Figure 1. Cell placement (run 1).
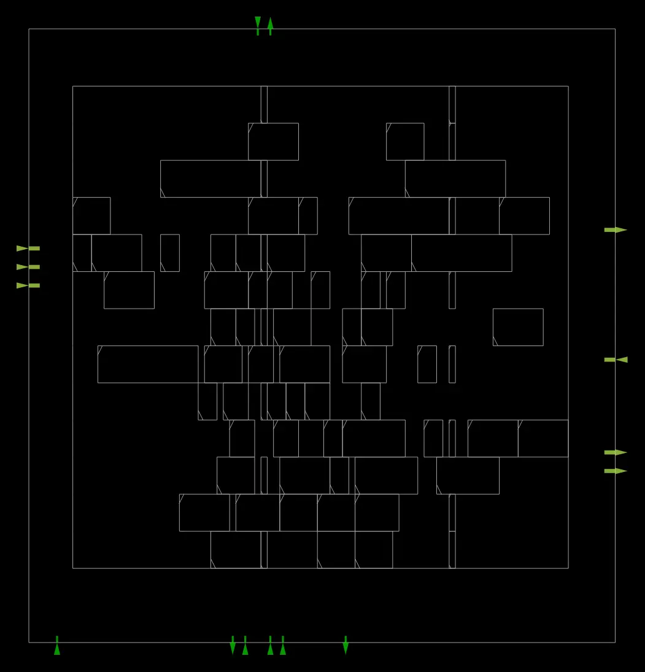
Figure 2. Clock wires, drivers and flops (run 1).
The bar under the picture is 10 um long.
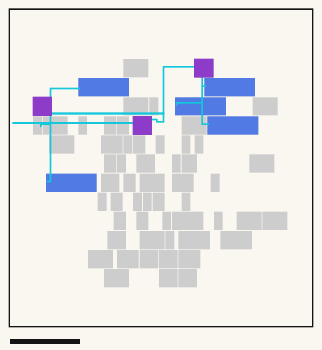
Figure 3. Cell density map (run 1).
9 x 9 tiles, from white (low) to dark blue (high), 0 to 100% covered.
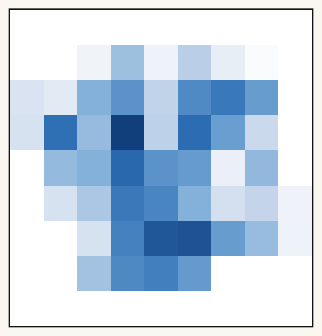
[src/rtl/mod_n_counter.sv]
// mod_n_counter
//   Parametrised modulo-N up/down counter with count enable, a synchronous
//   parallel load with range checking, a combinational terminal count for
//   cascading and registered wrap / load-error pulses.
//
// Parameters
//   MODULUS   : count range 0..MODULUS-1, legal 2..2**WIDTH
//   WIDTH     : width of count and load_val
//   RESET_VAL : value forced by reset, must be < MODULUS
//
// Ports
//   clk       : clock, all state changes on the rising edge
//   reset_n   : synchronous active-low reset
//   en        : count enable, one step per enabled cycle
//   up_dn     : 1 = count up, 0 = count down
//   load      : synchronous parallel load (beats en)
//   load_val  : value to load; values >= MODULUS clamp to MODULUS-1
//   sat_mode  : 1 = stop at the range ends instead of wrapping
//   count     : registered count value
//   tc        : combinational terminal count (en & at end in current direction)
//   wrap      : one-cycle pulse the cycle after a wrap
//   load_err  : one-cycle pulse the cycle after an out-of-range load
//
// Configuration macro
//   MOD_N_COUNTER_SAT_EN : when defined, sat_mode enables saturation; when
//                          undefined, sat_mode is ignored and the counter
//                          always wraps.

module mod_n_counter #(
  parameter int MODULUS   = 5,
  parameter int WIDTH     = 3,
  parameter int RESET_VAL = 0
) (
  input  logic             clk,
  input  logic             reset_n,
  input  logic             en,
  input  logic             up_dn,
  input  logic             load,
  input  logic [WIDTH-1:0] load_val,
  input  logic             sat_mode,
  output logic [WIDTH-1:0] count,
  output logic             tc,
  output logic             wrap,
  output logic             load_err
);

  generate
    if (WIDTH < 1 || WIDTH > 30 || MODULUS < 2 || MODULUS > (1 << WIDTH) ||
        RESET_VAL < 0 || RESET_VAL >= MODULUS) begin : g_param_err
      $fatal(1, "mod_n_counter: illegal MODULUS/WIDTH/RESET_VAL combination");
    end
  endgenerate

  // Range constants kept WIDTH+1 bits wide so MODULUS = 2**WIDTH is representable.
  localparam logic [WIDTH:0]   MOD_EXT = (WIDTH+1)'(MODULUS);
  localparam logic [WIDTH:0]   MAX_EXT = (WIDTH+1)'(MODULUS - 1);
  localparam logic [WIDTH-1:0] MAX_CNT = WIDTH'(MODULUS - 1);
  localparam logic [WIDTH-1:0] RST_CNT = WIDTH'(RESET_VAL);

  logic [WIDTH-1:0] count_q, count_d;
  logic             wrap_q, wrap_d;
  logic             load_err_q, load_err_d;

  logic [WIDTH:0]   count_ext;
  logic [WIDTH:0]   inc_ext;
  logic [WIDTH:0]   dec_ext;
  logic             at_max;
  logic             at_zero;
  logic             unused_carry;

  assign count_ext    = {1'b0, count_q};
  assign inc_ext      = count_ext + (WIDTH+1)'(1);
  assign dec_ext      = count_ext - (WIDTH+1)'(1);
  assign at_max       = (count_ext == MAX_EXT);
  assign at_zero      = (count_q == '0);
  // The end-of-range compares guard both directions, so the carry/borrow
  // bits are never needed to decide the next value.
  assign unused_carry = inc_ext[WIDTH] ^ dec_ext[WIDTH];

`ifndef MOD_N_COUNTER_SAT_EN
  logic unused_sat;
  assign unused_sat = sat_mode;
`endif

  always_comb begin
    count_d    = count_q;
    wrap_d     = 1'b0;
    load_err_d = 1'b0;
    if (load) begin
      if ({1'b0, load_val} < MOD_EXT) begin
        count_d = load_val;
      end else begin
        count_d    = MAX_CNT;
        load_err_d = 1'b1;
      end
    end else if (en) begin
      if (up_dn) begin
        if (at_max) begin
`ifdef MOD_N_COUNTER_SAT_EN
          if (!sat_mode) begin
            count_d = '0;
            wrap_d  = 1'b1;
          end
`else
          count_d = '0;
          wrap_d  = 1'b1;
`endif
        end else begin
          count_d = inc_ext[WIDTH-1:0];
        end
      end else begin
        if (at_zero) begin
`ifdef MOD_N_COUNTER_SAT_EN
          if (!sat_mode) begin
            count_d = MAX_CNT;
            wrap_d  = 1'b1;
          end
`else
          count_d = MAX_CNT;
          wrap_d  = 1'b1;
`endif
        end else begin
          count_d = dec_ext[WIDTH-1:0];
        end
      end
    end
  end

  always_ff @(posedge clk) begin
    if (!reset_n) begin
      count_q    <= RST_CNT;
      wrap_q     <= 1'b0;
      load_err_q <= 1'b0;
    end else begin
      count_q    <= count_d;
      wrap_q     <= wrap_d;
      load_err_q <= load_err_d;
    end
  end

  assign count    = count_q;
  assign wrap     = wrap_q;
  assign load_err = load_err_q;
  assign tc       = en & ((up_dn & at_max) | (~up_dn & at_zero));

endmodule

[config.mk]
export PLATFORM = sky130hd
export DESIGN_NAME = mod_n_counter
export DESIGN_NICKNAME = d
export VERILOG_FILES = /design/src/rtl/mod_n_counter.sv
export SDC_FILE = /design/constraint.sdc
export NUM_CORES = 1
export LEC_CHECK = 0
export CORE_AREA = 3 3 40 42
export DETAILED_ROUTE_END_ITERATION = 16
export DIE_AREA = 0 0 43 45
export SLEW_MARGIN = 10
export SYNTH_ARGS = -nofsm -noshare
export SYNTH_HDL_FRONTEND = slang
export SYNTH_SLANG_ARGS = --single-unit
[constraint.sdc]
create_clock -name clk -period 1.7 [get_ports clk]
set_input_delay 0.17 -clock clk [delete_from_list [all_inputs] [get_ports clk]]
set_output_delay 0.17 -clock clk [all_outputs]
set_load 0.02 [all_outputs]
==> Implementation_results.wiki, run 1 <==
== Implementation results ==
{| class="wikitable"
! Metric !! Value
|-
| Run status || completed
|-
| TritonCTS clock tree || yes
|-
| Total congestion overflow after global routing || 0
|-
| Most frequently placed logic cell in the final layout || sky130_fd_sc_hd__clkdlybuf4s50_1
|-
| Syn_area_per_cell || 7.51 um^2
|-
| Fraction of synthesis flops using an asynchronous set or reset pin || 0
|-
| Number of post-CTS setup repair buffers || 0
|-
| Maximum frequency from static timing analysis || 0.648 GHz
|-
| Chip area estimate from yosys synthesis || 308 um^2
|-
| Total via count in the routed design || 349
|-
| Maximum fanout along the worst path || 4
|-
| Crit path time final || 1.54 ns
|-
| Post-CTS Hold Buffers || 0
|-
| Post-synthesis to final-layout area growth || 66.3%
|-
| Top cell type's share of synthesized area || 0.325
|-
| Share of total power in sequential cells || 0.347
|-
| Final total negative setup slack || 0 ns
|-
| Setup Viol. Count Final || 0
|-
| Worst slew pin tran || 0.216 ns
|-
| Combinational share of power || 0.292
|-
| Final worst-path cycle share || 0.908
|-
| Kind of start point of the critical path || register
|-
| Vias in the first global route || 319
|-
| Total internal power || 0.000271 W
|-
| Yosys warning total || 0
|-
| Cell type with the largest total area || sky130_fd_sc_hd__dfxtp_1
|-
| Final max-slew violation count || 0
|-
| Endpoint class of the critical path || primary output
|-
| Total routed wirelength || 735 um
|-
| Most used cells in the layout excluding fill and tap cells || 12 x sky130_fd_sc_hd__clkdlybuf4s50_1, 7 x sky130_fd_sc_hd__nor2_1, 5 x sky130_fd_sc_hd__inv_1, 5 x sky130_fd_sc_hd__dfxtp_1
|-
| MaxCap Viol Count || 0
|-
| Post-layout worst setup margin || 0.156 ns
|-
| Floorplan net count || 53
|-
| Initial DRT Pass Iterations || 3
|-
| Count of instantiated cells in the yosys netlist || a little over 40
|-
| Count of final hold-check violations || 0
|-
| Critical path class || register to primary output
|-
| Pin count of the biggest net entering global routing || 9
|-
| TritonCTS sink count || 5
|-
| Leakage power summed over all cells || roughly 0.23 nW
|-
| Antenna violations before repair || 0
|-
| Instance area after placement || 487 um^2
|-
| Height of the die || 45 um
|-
| Clock transition at the registers of the reported paths || 0.04 ns
|}
Notes on Figure 1 above:
proportion of cell area occupied by registers: 0.196
Final Util: 0.398
placeable core area: 1280 um^2

Notes on Figure 2 above:
clock wires -> cyan  # length 85.3 um
flip-flops -> blue  # count 5
clock drivers -> purple  # count 3
routed clock nets = 4
Clock group: 0.000135 W
Max Clock Skew: 0.00236 ns
clock share of power: 0.361
clock latency of the later-clocked register in the worst-skew pair: 0.24 ns

Notes on Figure 3 above:
fullest tile = 94%
mean over tiles = 26%
densest ninth of the die = centre
tiles over 75% full = 6.2%
core utilization at floorplan: 0.240

==> run 1: per-layer routing <==
layer | wire length [um] | GRT usage | share of wire
met5 | 0 | 0 | 0
met4 | 0 | 0.0181 | 0
met3 | 64 | 0.0637 | 0.087
met2 | 368 | 0.156 | 0.50
met1 | 302 | 0.0847 | 0.41
==> run 1: final cells by class <==
cell class	instances	area (um^2)
inverters	5	18.8
clock buffers	4	26.3
well taps	15	18.8
flip-flops and latches	5	100
repair buffers	17	159
multi-input cells	31	189
fillers	142	773
==> run 1: sequential cells by signal (all words and copies together) (netlist names) <==
register / flops
wrap: 1
load_err: 1
count: 3
==> run 1: cells by family (layout without fill, tap and decap cells) <==
group	count (synthesis)	after routing	share of synthesized area
AND/OR/NAND/NOR	16	16	0.236
flip-flops	5	5	0.325
XOR/XNOR	1	1	0.0285
AND-OR/OR-AND	11	11	0.228
adder cells (fa/ha/maj)	3	3	0.122
buffers and inverters	5	26	0.0610
==> run 1: power by group through the flow <==
stage / combinational [W] / sequential (W) / clock [W]
floorplan: 0.0000432 / 0.000141 / 0
global placement: 0.000111 / 0.000131 / 0
detailed placement: 0.000111 / 0.000132 / 0
CTS: 0.000110 / 0.000130 / 0.000143
global route: 0.000121 / 0.000130 / 0.000154
finish: 0.000109 / 0.000129 / 0.000135
==> run 1: final timing paths <==
| path | startpoint | endpoint | slack (ns) | cells after the start |
|---|---|---|---|---|
| setup / recovery | count[0]$_SDFFE_PN0P_ | tc | 0.16 | 4 |
| setup reg to reg | count[0]$_SDFFE_PN0P_ | count[1]$_SDFFE_PN0P_ | 0.25 | 7 |
| hold / removal | load_val[0] | load_err$_SDFF_PN0_ | 0.49 | 3 |
| hold reg to reg | count[2]$_SDFFE_PN0P_ | wrap$_SDFF_PP0_ | 0.64 | 3 |
==> run 2, diff against run 1 <==
--- a/config.mk
+++ b/config.mk
@@ -5,10 +5,11 @@
 export SDC_FILE = /design/constraint.sdc
 export NUM_CORES = 1
 export LEC_CHECK = 0
-export CORE_AREA = 3 3 40 42
+export CORE_AREA = 2 2 39 41
 export DETAILED_ROUTE_END_ITERATION = 16
-export DIE_AREA = 0 0 43 45
+export DIE_AREA = 0 0 41 43
 export SLEW_MARGIN = 10
 export SYNTH_ARGS = -nofsm -noshare
 export SYNTH_HDL_FRONTEND = slang
 export SYNTH_SLANG_ARGS = --single-unit
+export TNS_END_PERCENT = 20
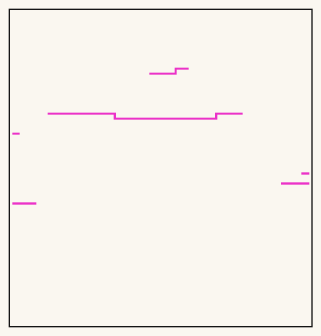
Figure 4: run 2, signal wires on met3.
wire length on this layer = 41.4 um
share of all routed wire = 5.8%
main direction = horizontal
nets with wire on the layer = 6
longest straight run = 13.8 um
GR met3 Demand/Resource: 0.0785
total routed wirelength: 710 um
total via count in the routed design: 338

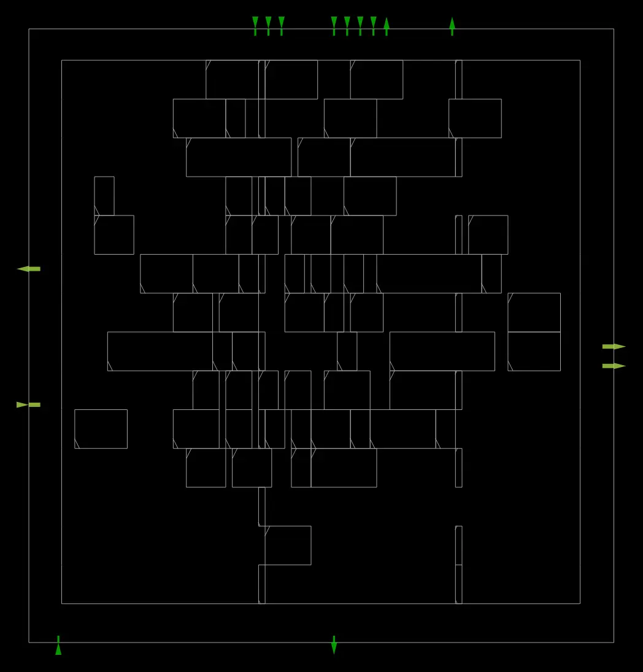
Figure 5: run 2, cell placement.
placeable core area: 1380 um^2
number of inserted filler cells in the final layout: 160
sequential cell count of the final layout: 5

==> run 2 against run 1 <==
Against the previous run: combinational power barely moved; register-to-register slack gained 0.06 ns; sequential power about the same; first-iteration DRC count up 20%; via count decreased by 3.2%; hold slack worse by 0.0035 ns; clock power is essentially flat; clock-buffer cell count stayed put; synthesized cell count unchanged; maximum frequency fell by 2.8%.
==> Implementation_results.wiki, run 2 <==
== Implementation results ==
{| class="wikitable"
! Metric !! Value
|-
| Run status || completed
|-
| Post-layout worst setup margin || approximately 0.11 ns
|-
| Clock transition at the registers of the reported paths || 0.04 ns
|-
| Routed wire length per instance || 9.22 um
|-
| Final cell count without fillers || 77
|-
| Worst slew pin tran || 0.239 ns
|-
| MaxCap Viol Count || 0
|-
| Count of final hold-check violations || 0
|-
| Number of post-CTS setup repair buffers || 0
|-
| Yosys warning total || 0
|-
| Most frequently placed logic cell in the final layout || sky130_fd_sc_hd__clkdlybuf4s50_1
|-
| Post-synthesis to final-layout area growth || 64.2%
|-
| TritonCTS clock tree || yes
|-
| Leakage power summed over all cells || 0.221 nW
|-
| Most used cells in the layout excluding fill and tap cells || 12 x sky130_fd_sc_hd__clkdlybuf4s50_1, 7 x sky130_fd_sc_hd__nor2_1, 5 x sky130_fd_sc_hd__inv_1, 5 x sky130_fd_sc_hd__dfxtp_1
|-
| Critical path class || register to primary output
|-
| Max Clock Skew || 0.00140 ns
|-
| Pin count of the biggest net entering global routing || 9
|-
| Endpoint class of the critical path || primary output
|-
| TritonCTS sink count || 5
|-
| Final ANT Viol Nets || 0
|-
| Syn_area_per_cell || ~7.5 um^2
|-
| Maximum level of the CTS H-tree || 1
|-
| Instance area after placement || between 400 and 500 um^2
|-
| Core utilization at floorplan || 0.222
|-
| Antenna violations before repair || 0
|-
| Chip area estimate from yosys synthesis || roughly 310 um^2
|-
| Setup Viol. Count Final || 0
|-
| Maximum fanout along the worst path || 4
|-
| Final total negative setup slack || 0 ns
|-
| Kind of start point of the critical path || register
|-
| Count of instantiated cells in the yosys netlist || 41
|-
| Vias in the first global route || 317
|-
| Fraction of synthesis flops using an asynchronous set or reset pin || 0
|-
| Final Util || 0.365
|-
| Cell type with the largest total area || sky130_fd_sc_hd__dfxtp_1
|-
| Top cell type's share of synthesized area || 0.325
|-
| Clock latency of the later-clocked register in the worst-skew pair || 0.24 ns
|-
| Final max-slew violation count || 0
|-
| OpenROAD warning count || 29
|-
| Floorplan net count || around 53
|-
| Post-CTS Hold Buffers || 0
|-
| Height of the die || 43 um
|-
| Initial DRT Pass Iterations || 2
|-
| Max FFs per register || 3
|-
| Total congestion overflow after global routing || 0
|}
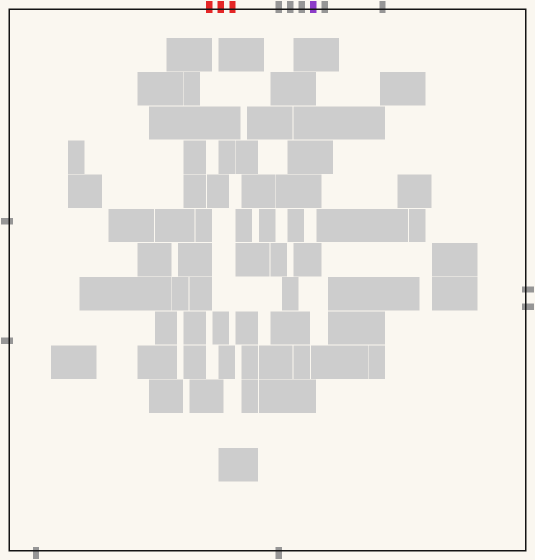
Figure 6: run 2, I/O pins on the die edge.
Pins as bars across the die edge, other pins in grey.
load_val -> red  # pins 3, direction input, edge north
clk -> purple  # pins 1, direction input, edge north
all pins by edge = 9 north, 2 east, 2 west, 2 south

## run 2: final timing paths
check	start	endpoint	slack [ns]	cells past startpoint
setup / recovery	count[0]$_SDFFE_PN0P_	tc	0.11	4
hold / removal	load_val[0]	load_err$_SDFF_PN0_	0.49	3
setup reg to reg	count[0]$_SDFFE_PN0P_	count[0]$_SDFFE_PN0P_	0.31	5
hold reg to reg	count[2]$_SDFFE_PN0P_	wrap$_SDFF_PP0_	0.64	3
## run 2: logic make-up (layout without fill, tap and decap cells)
group / Yosys count / count (layout) / synth area share
adders and majority gates: 3 / 3 / 0.122
DFF: 5 / 5 / 0.325
xor gates and xnor gates: 1 / 1 / 0.0285
buffers and inverters: 5 / 25 / 0.0610
AOI/OAI and AO/OA: 11 / 11 / 0.228
and+or+nand+nor: 16 / 16 / 0.236
## run 2: area by class of cell
class | count | area, um^2 | share of cell area
Clock buffer | 4 | 26.3 | 0.0520
Inverter | 5 | 18.8 | 0.0371
Multi-Input combinational cell | 31 | 189 | 0.374
Sequential cell | 5 | 100 | 0.198
Tap cell | 16 | 20.0 | 0.0396
Timing Repair Buffer | 16 | 151 | 0.300
## run 2: power breakdown
| group | internal (W) | switching, W | total [W] | leakage [nW] |
|---|---|---|---|---|
| clock | 0.0000888 | 0.0000493 | 0.000138 | 0.0150 |
| sequential | 0.000125 | 0.00000416 | 0.000129 | 0.0412 |
| combinational | 0.0000547 | 0.0000514 | 0.000106 | 0.165 |
| total | 0.000268 | 0.000105 | 0.000373 | 0.221 |
## run 2: routing by layer
layer | up-vias | part of all wire | GRT usage
li1 | 183 | - | -
met1 | 146 | 0.46 | 0.133
met2 | 9 | 0.48 | 0.141
met3 | 0 | 0.058 | 0.0785
met4 | 0 | 0 | 0.0200
met5 | - | 0 | 0
==> run 3, diff against run 2 <==
--- a/config.mk
+++ b/config.mk
@@ -8,6 +8,7 @@
 export CORE_AREA = 2 2 39 41
 export DETAILED_ROUTE_END_ITERATION = 16
 export DIE_AREA = 0 0 41 43
+export GPL_TIMING_DRIVEN = 0
 export SLEW_MARGIN = 10
 export SYNTH_ARGS = -nofsm -noshare
 export SYNTH_HDL_FRONTEND = slang
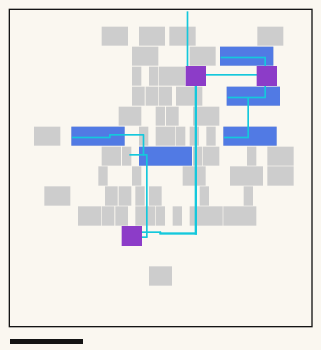
Figure 7: run 3, clock wires, drivers and flops.
The bar under the picture is 10 um long.
flip-flops -> blue  # count 5
clock drivers -> purple  # count 3
clock wires -> cyan  # length 102 um
routed clock nets = 4
clock share of power: 0.386
clock latency of the later-clocked register in the worst-skew pair: 0.25 ns
Max Clock Skew: 0.00296 ns

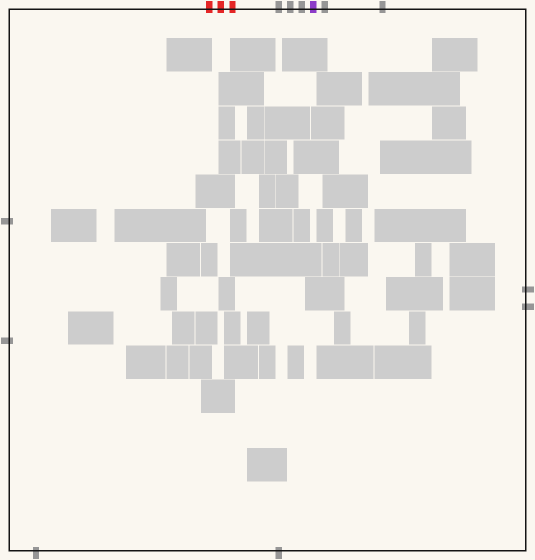
Figure 8: run 3, I/O pins on the die edge.
Pins as bars across the die edge, other pins in grey.
clk -> purple  # pins 1, direction input, edge north
load_val -> red  # pins 3, direction input, edge north
all pins by edge = 9 north, 2 east, 2 west, 2 south

==> run 3 against run 2 <==
Against the previous run: combinational power decreased by 7%; setup slack got worse by 0.037 ns; via count fell by 2.7%; sequential share of layout area is 0.92 points higher; first-iteration DRC count fell by 50%; maximum frequency decreased by 2.3%; critical path depth is the same; non-clock buffer count is 3 lower; flip-flop count is the same; largest power group unchanged.
==> Implementation_results.wiki, run 3 <==
== Implementation results ==
{| class="wikitable"
! Metric !! Value
|-
| Max FFs per register || 3
|-
| Post-synthesis to final-layout area growth || 56.9%
|-
| Critical R2R Capture || count[0]$_SDFFE_PN0P_
|-
| Min-delay src || load_val[0]
|-
| Placeable core area || ~1400 um^2
|-
| Count of final hold-check violations || 0
|-
| TritonCTS sink count || 5
|-
| Most used cells in the layout excluding fill and tap cells || 12 x sky130_fd_sc_hd__clkdlybuf4s50_1, 7 x sky130_fd_sc_hd__nor2_1, 5 x sky130_fd_sc_hd__inv_1, 5 x sky130_fd_sc_hd__dfxtp_1
|-
| Maximum fanout along the worst path || 7
|-
| Simple Share, Synth || 0.236
|-
| Crit path time final || 1.63 ns
|-
| Maximum frequency from static timing analysis || 0.615 GHz
|-
| Share of synthesized cell area in full adder, half adder and majority cells || 0.122
|-
| Syn_area_per_cell || roughly 7.5 um^2
|-
| Top cell type's share of synthesized area || 0.325
|-
| Main logic family after synthesis || simple AND/OR/NAND/NOR gates
|-
| Clock transition at the registers of the reported paths || 0.05 ns
|-
| Post-synth mux share || 0
|-
| Height of the die || ~43 um
|-
| Final ANT Viol Nets || 0
|-
| Length in cells of the worst reg-to-reg path || 5
|-
| Number of inserted filler cells in the final layout || between 150 and 200
|-
| Final cell count without fillers || 74
|-
| Final max-slew violation count || 0
|-
| Kind of start point of the critical path || input pin
|-
| Leakage power summed over all cells || about 0.21 nW
|-
| Routed wire length per instance || 9.73 um
|-
| Total via count in the routed design || 329
|-
| Initial DRT Pass Iterations || 4
|-
| Total routed wirelength || between 700 and 800 um
|-
| Antenna violations before repair || 0
|-
| Most frequently placed logic cell in the final layout || sky130_fd_sc_hd__clkdlybuf4s50_1
|-
| Floorplan net count || about 53
|-
| Cell type with the largest total area || sky130_fd_sc_hd__dfxtp_1
|-
| Final worst-path cycle share || 0.956
|-
| Count of instantiated cells in the yosys netlist || 41
|-
| MaxCap Viol Count || 0
|-
| Hold Crit Endpoint || load_err$_SDFF_PN0_
|-
| Vias in the first global route || 272
|-
| OpenROAD warning count || 29
|-
| Setup Viol. Count Final || 0
|-
| Critical path class || input pin to primary output
|-
| Compound-Gate Fraction of Synth Area || 0.228
|-
| Min-Delay Path Depth || 3
|-
| Run status || completed
|-
| Maximum level of the CTS H-tree || 1
|-
| Worst slew pin tran || ~0.24 ns
|}
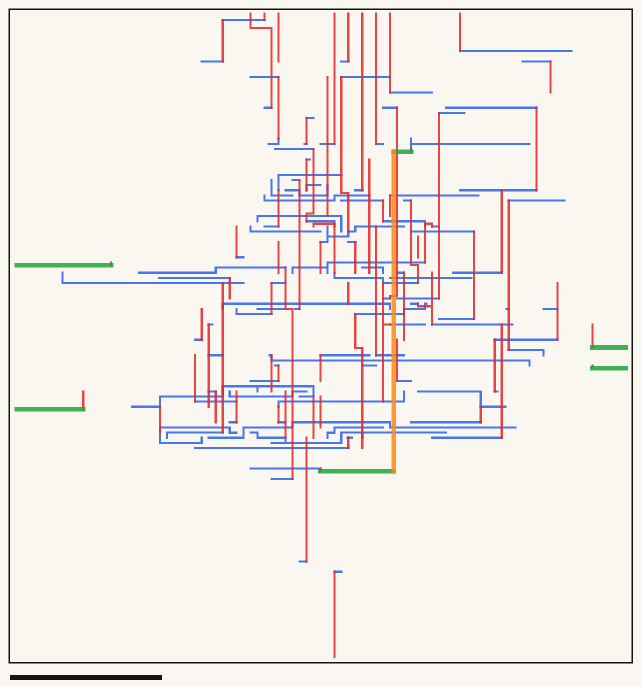
Figure 9: run 3, metal layers overlaid.
The bar under the picture is 10 um long.
metal 4 -> orange  # wire length 21.1 um
metal 2 -> red  # wire length 315 um
metal 3 -> green  # wire length 20.9 um
metal 1 -> blue  # wire length 364 um

[run 3: cell types whose count changed in the layout (fill, tap and decap cells not counted), sizes merged]
cell / change
buf: -3
[run 3: logic make-up (layout without fill, tap and decap cells)]
kind of cell | count (synthesis) | in the layout
compound gates | 11 | 11
xor+xnor | 1 | 1
fa+ha+maj | 3 | 3
buf+inv | 5 | 22
flops | 5 | 5
simple gates | 16 | 16
[run 3: power by group]
part           internal, W   total, W  switching [W]
Sequential        0.000125   0.000131     0.00000579
Combinational    0.0000497  0.0000990      0.0000493
Clock            0.0000892   0.000144      0.0000553
[run 3: routing by layer]
metal / wire, um / global-route usage
met5: 0 / 0
met4: 21 / 0.0800
met3: 20 / 0.0314
met2: 315 / 0.119
met1: 363 / 0.115
[run 3: worst max-delay path by stage]
stage                               start  cells after the start                    end
floorplan           count[0]$_SDFFE_PN0P_                      6  count[1]$_SDFFE_PN0P_
global placement                    up_dn                      4                     tc
detailed placement                  up_dn                      4                     tc
finish                              up_dn                      4                     tc
global route                        up_dn                      4                     tc
CTS                                 up_dn                      4                     tc
[run 3: area by class of cell]
type,count,area (um^2),area share
Sequential cell,5,100,0.207
Tap cell,16,20.0,0.0415
Clock buffer,4,26.3,0.0544
Timing Repair Buffer,13,129,0.267
Multi-Input combinational cell,31,189,0.391
Inverter,5,18.8,0.0389
[run 3: repair_timing]
action                                  in CTS  in global routing
endpoints found under the setup margin       1                  0
hold buffers                                 0                  0
gates resized                                1                  0
[run 3: metrics by stage]
step	hold slack [ns]	cell area, um^2	power (W)	TNS, ns
after floorplan	0.278	308	0.000184	0
after global placement	0.581	458	0.000232	-0.173
after detailed placement	0.572	458	0.000233	-0.195
after CTS	0.473	483	0.000380	0
after global routing	0.508	483	0.000396	0
final	0.479	483	0.000374	0
Power figures rest on the tool's default switching activity, not on a simulated workload.
